**config.mk**
```make
export PLATFORM = sky130hd
export DESIGN_NAME = age_issue_queue
export DESIGN_NICKNAME = d
export VERILOG_FILES = /design/src/rtl/age_issue_queue.sv
export SDC_FILE = /design/constraint.sdc
export NUM_CORES = 2
export LEC_CHECK = 0
export CAP_MARGIN = 20
export CORE_ASPECT_RATIO = 1.25
export CORE_MARGIN = 8
export CORE_UTILIZATION = 31
export CTS_BUF_LIST = sky130_fd_sc_hd__clkbuf_2 sky130_fd_sc_hd__clkbuf_4 sky130_fd_sc_hd__clkbuf_8
export DETAILED_ROUTE_END_ITERATION = 8
export SYNTH_ARGS = -nofsm -noshare
export SYNTH_HDL_FRONTEND = slang
export SYNTH_SLANG_ARGS = --single-unit
```
**constraint.sdc**
```tcl
create_clock -name clk -period 22.3 [get_ports clk]
set_clock_uncertainty 0.05 [all_clocks]
set_input_delay 6.69 -clock clk [delete_from_list [all_inputs] [get_ports clk]]
set_output_delay 6.69 -clock clk [all_outputs]
set_load 0.05 [all_outputs]
```
**src/rtl/age_issue_queue.sv**
```systemverilog
// rtl/age_issue_queue.sv - age-ordered issue queue with wakeup, bypass, flush and registered issue port
module age_issue_queue #(
   parameter int INST_ID_BITS = 6,
   parameter int PRN_BITS     = 6,
   parameter int NUM_OPS      = 3,
   parameter int QUEUE_SIZE   = 8,
   parameter int WAKE_PORTS   = 4,
   parameter int IN_ORDER     = 0
) (
   input  logic                      clk,
   input  logic                      rst,
   input  logic                      flush,
   input  logic                      in_valid,
   output logic                      in_ready,
   input  logic [INST_ID_BITS-1:0]   in_inst_id,
   input  logic [31:0]               in_inst,
   input  logic [63:0]               in_pc,
   input  logic                      in_op_valid [NUM_OPS],
   input  logic                      in_op_ready [NUM_OPS],
   input  logic [PRN_BITS-1:0]       in_op_prn [NUM_OPS],
   input  logic [PRN_BITS-1:0]       in_out_prn [NUM_OPS],
   input  logic                      wake_valid [WAKE_PORTS],
   input  logic [PRN_BITS-1:0]       wake_prn [WAKE_PORTS],
   output logic                      prf_read_en [NUM_OPS],
   output logic [PRN_BITS-1:0]       prf_read_prn [NUM_OPS],
   input  logic [63:0]               prf_data [NUM_OPS],
   output logic                      out_valid,
   input  logic                      out_ready,
   output logic [INST_ID_BITS-1:0]   out_inst_id,
   output logic [31:0]               out_inst,
   output logic [63:0]               out_pc,
   output logic [63:0]               out_op [NUM_OPS],
   output logic [PRN_BITS-1:0]       out_out_prn [NUM_OPS],
   output logic [$clog2(QUEUE_SIZE):0] occupancy
);
   localparam int AGE_W = $clog2(QUEUE_SIZE);
   localparam int CNT_W = AGE_W + 1;

   logic                    valid_q    [QUEUE_SIZE];
   logic [AGE_W-1:0]        age_q      [QUEUE_SIZE];
   logic [INST_ID_BITS-1:0] inst_id_q  [QUEUE_SIZE];
   logic [31:0]             inst_q     [QUEUE_SIZE];
   logic [63:0]             pc_q       [QUEUE_SIZE];
   logic [NUM_OPS-1:0]      op_valid_q [QUEUE_SIZE];
   logic [NUM_OPS-1:0]      op_ready_q [QUEUE_SIZE];
   logic [PRN_BITS-1:0]     op_prn_q   [QUEUE_SIZE][NUM_OPS];
   logic [PRN_BITS-1:0]     out_prn_q  [QUEUE_SIZE][NUM_OPS];

   logic [NUM_OPS-1:0]      op_wake    [QUEUE_SIZE];
   logic [NUM_OPS-1:0]      in_wake;
   logic [QUEUE_SIZE-1:0]   ent_ready;
   logic                    sel_valid;
   logic [AGE_W-1:0]        sel_idx;
   logic [AGE_W-1:0]        sel_age;
   logic                    free_found;
   logic [AGE_W-1:0]        free_idx;
   logic [CNT_W-1:0]        cnt;
   logic                    issue_fire;
   logic                    ins_fire;

   // Compare every stored and incoming operand against every wakeup port
   always_comb begin
      in_wake = '0;
      for (int q = 0; q < QUEUE_SIZE; q++) op_wake[q] = '0;
      for (int p = 0; p < WAKE_PORTS; p++) begin
         for (int i = 0; i < NUM_OPS; i++) begin
            if (wake_valid[p] && wake_prn[p] == in_op_prn[i]) in_wake[i] = 1'b1;
            for (int q = 0; q < QUEUE_SIZE; q++)
               if (wake_valid[p] && wake_prn[p] == op_prn_q[q][i]) op_wake[q][i] = 1'b1;
         end
      end
   end

   // Occupancy, lowest free slot and per-entry readiness from registered state
   always_comb begin
      cnt        = '0;
      free_found = 1'b0;
      free_idx   = '0;
      ent_ready  = '0;
      for (int q = 0; q < QUEUE_SIZE; q++) begin
         if (valid_q[q]) cnt = cnt + CNT_W'(1);
         if (!valid_q[q] && !free_found) begin
            free_found = 1'b1;
            free_idx   = AGE_W'(q);
         end
         ent_ready[q] = valid_q[q] && (&(op_ready_q[q] | ~op_valid_q[q]));
      end
   end

   // Pick the oldest ready entry, or only the age-0 entry in in-order mode
   always_comb begin
      sel_valid = 1'b0;
      sel_idx   = '0;
      sel_age   = '0;
      for (int q = 0; q < QUEUE_SIZE; q++) begin
         if (ent_ready[q]) begin
            if (IN_ORDER != 0) begin
               if (age_q[q] == '0) begin
                  sel_valid = 1'b1;
                  sel_idx   = AGE_W'(q);
                  sel_age   = '0;
               end
            end else if (!sel_valid || age_q[q] < sel_age) begin
               sel_valid = 1'b1;
               sel_idx   = AGE_W'(q);
               sel_age   = age_q[q];
            end
         end
      end
   end

   // Handshake qualifiers and the combinational PRF read port
   always_comb begin
      in_ready   = free_found;
      occupancy  = cnt;
      ins_fire   = in_valid && free_found && !flush;
      issue_fire = sel_valid && (!out_valid || out_ready) && !flush;
      for (int i = 0; i < NUM_OPS; i++) begin
         prf_read_en[i]  = sel_valid && op_valid_q[sel_idx][i];
         prf_read_prn[i] = sel_valid ? op_prn_q[sel_idx][i] : '0;
      end
   end

   // Entry storage, age maintenance and the issue output register
   always_ff @(posedge clk) begin
      if (rst) begin
         for (int q = 0; q < QUEUE_SIZE; q++) begin
            valid_q[q]    <= 1'b0;
            age_q[q]      <= '0;
            inst_id_q[q]  <= '0;
            inst_q[q]     <= '0;
            pc_q[q]       <= '0;
            op_valid_q[q] <= '0;
            op_ready_q[q] <= '0;
            for (int i = 0; i < NUM_OPS; i++) begin
               op_prn_q[q][i]  <= '0;
               out_prn_q[q][i] <= '0;
            end
         end
         out_valid   <= 1'b0;
         out_inst_id <= '0;
         out_inst    <= '0;
         out_pc      <= '0;
         for (int i = 0; i < NUM_OPS; i++) begin
            out_op[i]      <= '0;
            out_out_prn[i] <= '0;
         end
      end else if (flush) begin
         for (int q = 0; q < QUEUE_SIZE; q++) begin
            valid_q[q] <= 1'b0;
            age_q[q]   <= '0;
         end
         out_valid <= 1'b0;
      end else begin
         for (int q = 0; q < QUEUE_SIZE; q++) begin
            if (valid_q[q]) op_ready_q[q] <= op_ready_q[q] | (op_valid_q[q] & op_wake[q]);
            if (issue_fire && valid_q[q] && age_q[q] > sel_age) age_q[q] <= age_q[q] - AGE_W'(1);
         end
         if (issue_fire) begin
            valid_q[sel_idx] <= 1'b0;
            age_q[sel_idx]   <= '0;
            out_valid        <= 1'b1;
            out_inst_id      <= inst_id_q[sel_idx];
            out_inst         <= inst_q[sel_idx];
            out_pc           <= pc_q[sel_idx];
            for (int i = 0; i < NUM_OPS; i++) begin
               out_op[i]      <= op_valid_q[sel_idx][i] ? prf_data[i] : 64'd0;
               out_out_prn[i] <= out_prn_q[sel_idx][i];
            end
         end else if (out_ready) begin
            out_valid <= 1'b0;
         end
         if (ins_fire) begin
            valid_q[free_idx]   <= 1'b1;
            age_q[free_idx]     <= AGE_W'(cnt - CNT_W'(issue_fire));
            inst_id_q[free_idx] <= in_inst_id;
            inst_q[free_idx]    <= in_inst;
            pc_q[free_idx]      <= in_pc;
            for (int i = 0; i < NUM_OPS; i++) begin
               op_valid_q[free_idx][i] <= in_op_valid[i];
               op_ready_q[free_idx][i] <= in_op_ready[i] | in_wake[i];
               op_prn_q[free_idx][i]   <= in_op_prn[i];
               out_prn_q[free_idx][i]  <= in_out_prn[i];
            end
         end
      end
   end
endmodule

```
### Power grid

Bar = 100 um. Pins as bars on the die edge.
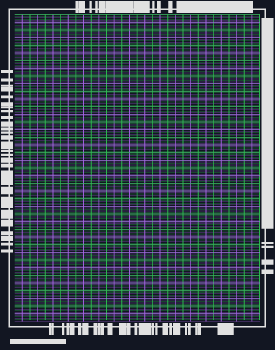
| color | net |
|---|---|
| purple | VSS |
| green | VDD |
signal pins: 708
met4 straps: 32
rows: 200

### Placed cells, one color a class

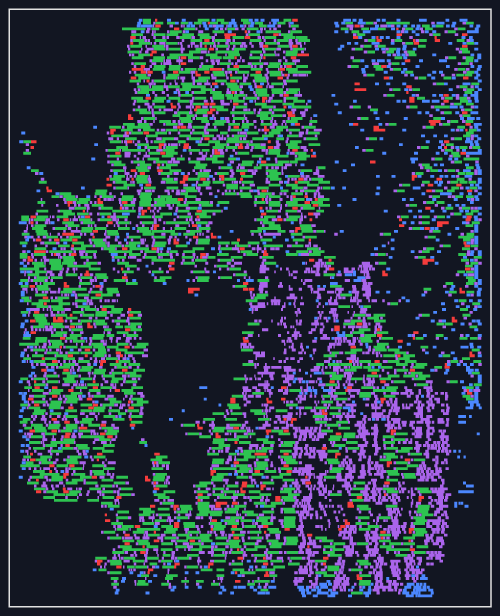
| color | class | cells | share of their area |
|---|---|---|---|
| green | flops | 1497 | 49% |
| purple | all other logic | 4250 | 34% |
| blue | other buffers and delay cells | 839 | 9.7% |
| red | clock drivers and dummy loads | 487 | 6.8% |

### Clock network drawn from the DEF

Bar = 100 um.
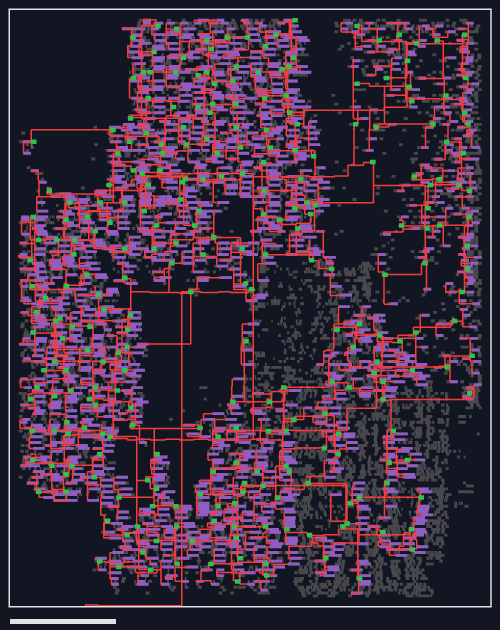
[purple] flip-flops | count: 1497
[red] clock wires | length: 23.0 mm
[green] cells driving clock nets | count: 276
flops lie: all over the die
clock power share: 43.2%
Insertion Delay late pin: 960 ps
P_clk: 0.00281 W

### Signal wires by layer

Bar = 100 um.
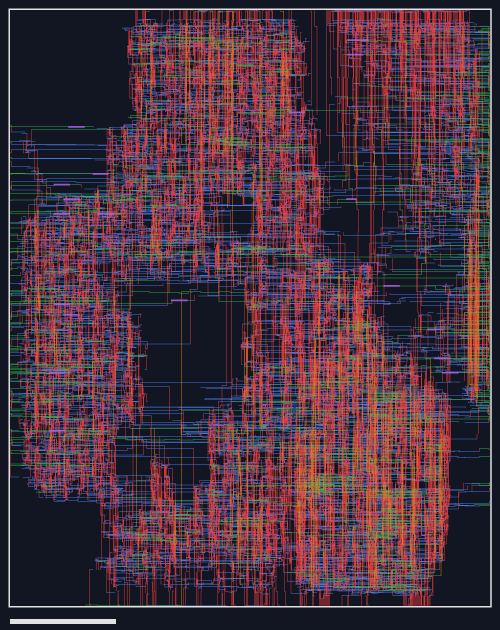
| color | layer | wire length |
|---|---|---|
| blue | met1 | 117 mm |
| orange | met4 | 15200 um |
| purple | met5 | 259 um |
| green | met3 | 25.4 mm |
| red | met2 | 150 mm |

### Clock routing

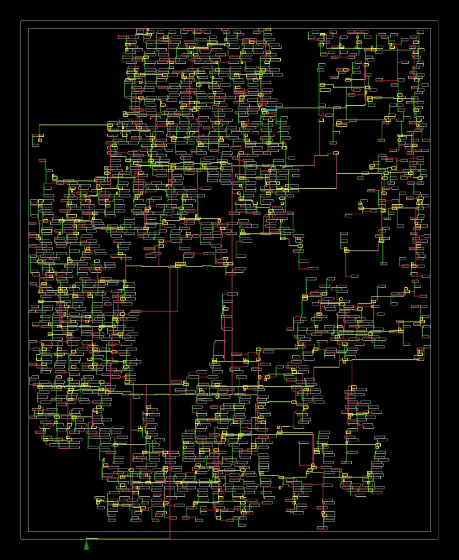
number of clock buffers in the layout: 388
total CTS buffers: 276
FFs & Latches: 1497
# clock sinks: 1497

==> results.json <==
{
  "use_met2_pct": 39.10,
  "layout_top_cells": "edfxtp_1, and3_1, clkdlybuf4s50_1",
  "p_total_w": 0.006510,
  "seq_power_w": 0.00317,
  "areaGrowthSynthToFinish_pct": 20.74,
  "post_cts_buffers": 0,
  "comb_cell_power_w": 0.000526,
  "async_reset_ff_share_pct": 0,
  "common_cells": "edfxtp_1, and3_1, clkbuf_1, nand2_1, xnor2_1",
  "nFillCells": 22966,
  "grt_overflow": 0,
  "failed_checks": "slew limit",
  "synth_chip_area_mm2": 0.07349,
  "top_cell": "edfxtp_1",
  "mux_share_pct": 0.9925,
  "ys.flops": 1497,
  "ctsResizeCount": 6,
  "yosysWarnings": 0,
  "top_logic_kind": "simple AND/OR/NAND/NOR gates",
  "criticalPathCategory": "flip-flop to output pin",
  "status": "finished, violations left",
  "ios": 708,
  "htreeDepth": 5,
  "whs_endpoint": "out_pc[40]",
  "die_area_mm2": 0.2530,
  "switchingPower_w": 0.001640,
  "initial_core_util_pct": 31.05,
  "clock_path_buffers": 4,
  "fp.dieW_um": 451.5,
  "seqPwrFrac_pct": 48.7,
  "flop_cell": "edfxtp_1",
  "design_area_mm2": 0.08874,
  "wl_met2_um": 149500,
  "power_density_mw_per_mm2": 73.36,
  "critical-path-top-delay-family": "AND-OR/OR-AND gates",
  "vias": 57966,
  "synth.distinct_cells": 85,
  "drc": 0,
  "routed.top_layer": "met5",
  "switching_share_pct": 25.20,
  "drive_gt1_share_pct": 10.50,
  "regArea_mm2": 0.04174,
  "timing.final.max_slew_violations": 3,
  "ys_cells": 6489,
  "setup_viol_count_final": 0,
  "final_hold_viol_count": 0,
  "rows": 200,
  "reg2reg_from": "op_valid_q[0][0]",
  "fin_ws_ps": 982.8,
  "dr_wl_met3_um": 25440,
  "antenna_found_initial": 103,
  "reg2reg_depth": 56,
  "whs_path_depth": 2,
  "grt_max_degree": 194,
  "worstReg2RegEnd": "age_q[1][1]",
  "place_congestion": 0.9121,
  "syn_area_per_cell_um2": 11.33,
  "lay_top_count": "edfxtp_1",
  "cp_num_buf_inv": 6,
  "synthAdderAreaFrac_pct": 0.7270,
  "hold_buffers": 0
}
==> registers in the layout, indices dropped and copies added (netlist names) <==
signal       cells
age_q           24
inst_id_q       48
inst_q         256
op_prn_q       144
op_ready_q      24
op_valid_q      24
out_inst        32
out_inst_id      6
out_op         192
out_out_prn     18
out_pc          64
out_prn_q      144
out_valid        1
pc_q           512
valid_q          8
==> layout make-up <==
cell class | count | share of cell area, %
antenna | 35 | 0.09870
clock buffer | 388 | 5.489
clock inverter | 99 | 1.004
inverter | 50 | 0.2256
multi-input combinational | 4200 | 32.48
sequential | 1497 | 47.04
tap | 3131 | 4.415
timing repair buffer | 839 | 9.250
Power figures rest on the tool's default switching activity, not on a simulated workload.
